[src/rtl/irq_ctrl_n.sv]
// irq_ctrl_n: N-channel external interrupt controller with per-channel
// edge/level mode, software mask, fixed priority (lowest index wins) and
// a req/ack/eret handshake toward the CPU exception logic.
// Optional macro IRQ_CTRL_SYNC_EN inserts a 2-flop synchronizer on irq_in.

// Per-channel pending bit: edge channels latch rising edges until acked,
// level channels simply follow the sampled line.
module irq_ctrl_n_chan #(
  parameter bit EDGE = 1'b1
) (
  input  logic clk_gl,
  input  logic rst,
  input  logic smp,
  input  logic smp_q,
  input  logic clr,
  output logic pend
);
  // a new edge in the same cycle as its ack-clear keeps the bit set
  always_ff @(posedge clk_gl) begin
    if (rst)       pend <= 1'b0;
    else if (EDGE) pend <= (smp & ~smp_q) | (pend & ~clr);
    else           pend <= smp;
  end
endmodule

module irq_ctrl_n #(
  parameter int                N_IRQ     = 2,
  parameter int                ID_W      = (N_IRQ > 1) ? $clog2(N_IRQ) : 1,
  parameter logic [N_IRQ-1:0]  EDGE_MODE = {N_IRQ{1'b1}},
  parameter logic [N_IRQ-1:0]  MASK_RST  = {N_IRQ{1'b1}}
) (
  input  logic             clk_gl,
  input  logic             rst,
  input  logic [N_IRQ-1:0] irq_in,
  input  logic             mask_we,
  input  logic [N_IRQ-1:0] mask_wdata,
  output logic [N_IRQ-1:0] mask_out,
  output logic [N_IRQ-1:0] pending_out,
  output logic             int_req,
  output logic [ID_W-1:0]  int_id,
  input  logic             int_ack,
  input  logic             int_eret,
  output logic             in_service
);
  typedef enum logic [1:0] {IDLE, REQ, SERVICE} state_t;

  state_t           state, state_nxt;
  logic [N_IRQ-1:0] irq_s, irq_q, pending, mask, eligible, clr;
  logic [ID_W-1:0]  id_nxt, pri_id;
  logic             pri_vld, ack_fire, cur_ok;

`ifdef IRQ_CTRL_SYNC_EN
  logic [N_IRQ-1:0] sync1, sync2;
  // two-flop synchronizer for asynchronous board-level lines
  always_ff @(posedge clk_gl) begin
    if (rst) begin
      sync1 <= '0;
      sync2 <= '0;
    end else begin
      sync1 <= irq_in;
      sync2 <= sync1;
    end
  end
  assign irq_s = sync2;
`else
  assign irq_s = irq_in;
`endif

  // previous-cycle sample used for rising-edge detection
  always_ff @(posedge clk_gl) begin
    if (rst) irq_q <= '0;
    else     irq_q <= irq_s;
  end

  // software mask; takes effect from the cycle after the write
  always_ff @(posedge clk_gl) begin
    if (rst)          mask <= MASK_RST;
    else if (mask_we) mask <= mask_wdata;
  end

  assign ack_fire = (state == REQ) && int_ack;
  assign eligible = pending & mask;
  assign cur_ok   = |(eligible & (N_IRQ'(1) << int_id));

  for (genvar i = 0; i < N_IRQ; i++) begin : g_chan
    assign clr[i] = ack_fire && (int_id == ID_W'(i));
    irq_ctrl_n_chan #(.EDGE(EDGE_MODE[i])) u_chan (
      .clk_gl (clk_gl),
      .rst    (rst),
      .smp    (irq_s[i]),
      .smp_q  (irq_q[i]),
      .clr    (clr[i]),
      .pend   (pending[i])
    );
  end

  // fixed priority: scan high to low so the lowest eligible index wins
  always_comb begin
    pri_vld = 1'b0;
    pri_id  = '0;
    for (int i = N_IRQ - 1; i >= 0; i--) begin
      if (eligible[i]) begin
        pri_vld = 1'b1;
        pri_id  = ID_W'(i);
      end
    end
  end

  // handshake FSM next-state; int_id only changes when leaving IDLE
  always_comb begin
    state_nxt = state;
    id_nxt    = int_id;
    case (state)
      IDLE: begin
        if (pri_vld) begin
          state_nxt = REQ;
          id_nxt    = pri_id;
        end
      end
      REQ: begin
        if (int_ack)      state_nxt = SERVICE;
        else if (!cur_ok) state_nxt = IDLE;
      end
      SERVICE: begin
        if (int_eret) state_nxt = IDLE;
      end
      default: state_nxt = IDLE;
    endcase
  end

  // state and registered CPU-facing outputs
  always_ff @(posedge clk_gl) begin
    if (rst) begin
      state      <= IDLE;
      int_id     <= '0;
      int_req    <= 1'b0;
      in_service <= 1'b0;
    end else begin
      state      <= state_nxt;
      int_id     <= id_nxt;
      int_req    <= (state_nxt == REQ);
      in_service <= (state_nxt == SERVICE);
    end
  end

  assign mask_out    = mask;
  assign pending_out = pending;
endmodule
[config.mk]
export PLATFORM = sky130hd
export DESIGN_NAME = irq_ctrl_n
export DESIGN_NICKNAME = d
export VERILOG_FILES = /design/src/rtl/irq_ctrl_n.sv
export SDC_FILE = /design/constraint.sdc
export NUM_CORES = 1
export LEC_CHECK = 0
export CORE_AREA = 2 2 39 41
export DETAILED_ROUTE_END_ITERATION = 7
export DIE_AREA = 0 0 41 43
export SYNTH_ARGS = -nofsm -noshare
export SYNTH_HDL_FRONTEND = slang
export SYNTH_SLANG_ARGS = --single-unit
[constraint.sdc]
create_clock -name clk_gl -period 2 [get_ports clk_gl]
set_clock_uncertainty 0.15 [all_clocks]
set_input_delay 0.4 -clock clk_gl [delete_from_list [all_inputs] [get_ports clk_gl]]
set_output_delay 0.4 -clock clk_gl [all_outputs]
set_load 0.02 [all_outputs]
==> images/m3.png <==
Drawn at 8 px/um.
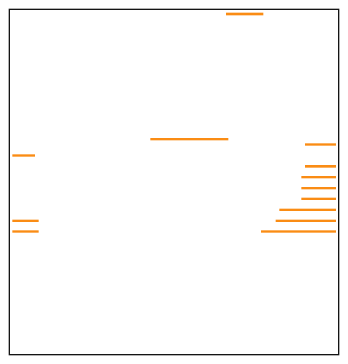
12 nets have wire on it. The layer holds 8.4% of the routed length. The longest straight run is 9.40 um. The wires run mostly horizontal.

==> images/pinout.png <==
Drawn at 8 px/um. Pins as bars across the die edge, other pins in grey.
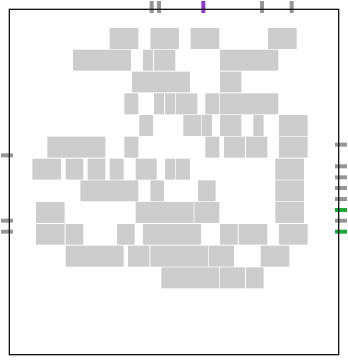
Purple is `int_ack`, pins 1, direction input, edge top. Green is `mask_wdata`, pins 2, direction input, edge right.
Buffers on Ports: 15
die height: 43 um
die width: 41 um

==> images/m2.png <==
Drawn at 6 px/um.
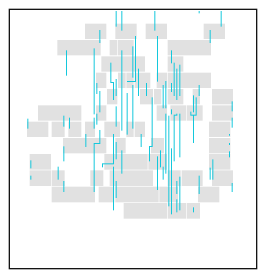
The layer holds 38% of the routed length. 60 nets have wire on it.
Vias: 345
met2 usage: 10.94%
final WL: 773 um

==> results.cfg <==
; yosys + openroad results
[status]
status = finished, final reports clean

[timing]
drv_slew = 0
hold_slack_ps = 342.7
relSlewSlack_pct = 76.01
tightestPinTransition_ps = 358.7
fin_ws_ps = 159.2
setup_viol = 0
finalClockPeriodUsage_pct = 92.04
rsz0062_at_grt = no
period_needed_ps = 1841
hold_viol = 0
max_freq_mhz = 543.2

[finish]
buffers = 15
clock_tree_area_fraction_pct = 4.459
diodes = 0
seqCellArea_sq_um = 220.2
dominant_cells = flip-flops and latches
final_common_cell = clkdlybuf4s50_1
comb_area_share_pct = 28.66
layout_top_cells = clkdlybuf4s50_1 (15), dfxtp_1 (11), a21oi_1 (5)
finalInstanceArea_sq_um = 589.3
mi_logic_area_sq_um = 168.9
drive_gt1_share_pct = 6.780
bufAreaShareNonClock_pct = 25.48
fillers = 142
flops = 11

[power]
pg_clk_mw = 0.144
p_sw_share_pct = 24.70
seq-power_mw = 0.250
p_int_mw = 0.3616
power_mw = 0.4802
clock_power_share_pct = 30.0
comb_power_share_pct = 17.9
p_per_area_nw_per_um2 = 814.9
leakagePower_nw = 0.2168
p_switching_mw = 0.1186
comb-power_mw = 0.0859
power_frac_seq_pct = 52.1

[clocking]
cts-resized-gates = 0
hold_buffers = 0
cts_setup_buffers = 0
htree_levels = 1
cts_buffers = 3
clock_sinks = 11
cts_tree = built
ctsLongestPathBuffers = 2

[setup_path]
critical_path_arrival_ps = 1290
critPathTopFamily = buffers and inverters
worstPathRequired_ps = 1450
rr_endpoint = g_chan[0].u_chan.pend$_SDFF_PP0_
startpoint = g_chan[1].u_chan.pend$_SDFF_PP0_
cp_num_cells = 1
crit_chain = clkdlybuf4s50_1
critPathBufInv = 1
cp_slowest_cell = clkdlybuf4s50_1
slowest_delay_ps = 630

[grt]
grtUsageMet3_pct = 3.141
grt_pass1_wl_um = 1235
globalRouteMet1Util_pct = 16.07
grt_max_degree = 11
grt_pass1_vias = 285
grt.busiest_layer = met1
grt_overflow_total = 0
antenna_found_initial = 0

[hold_path]
min_from = irq_q[1]$_SDFF_PP0_
min_to = g_chan[1].u_chan.pend$_SDFF_PP0_
hp-class = reg -> reg

[logic_synthesis]
ys_async_sr_fraction_pct = 0
ys_sh_xor_pct = 0
ys_sh_mux_pct = 0
synthAoiAreaFrac_pct = 21.49
ys_seq_share_pct = 52.54
ys_top_cells_by_count = dfxtp_1 (11), a21oi_1 (5), nor2b_1 (4)
synth.top_cell.area_share_pct = 52.54
simple_gate_share_pct = 18.81
largest_area_cell = dfxtp_1

[routing]
drcViolationCount = 0
drt_iter0_markers = 1
viasPerCell = 4.600
wire_per_inst_um = 10.31
met3_length_um = 64
ant_nets = 0
firstDrtPassIters = 4

[floorplan]
rows = 14
core_area_sq_um = 1384
tap-cell-count = 16

[placed_design]
post-place-ws_ps = 411.1
placed_area_sq_um = 563.0

[job]
max_cap_violations = 0
warning_count = 26
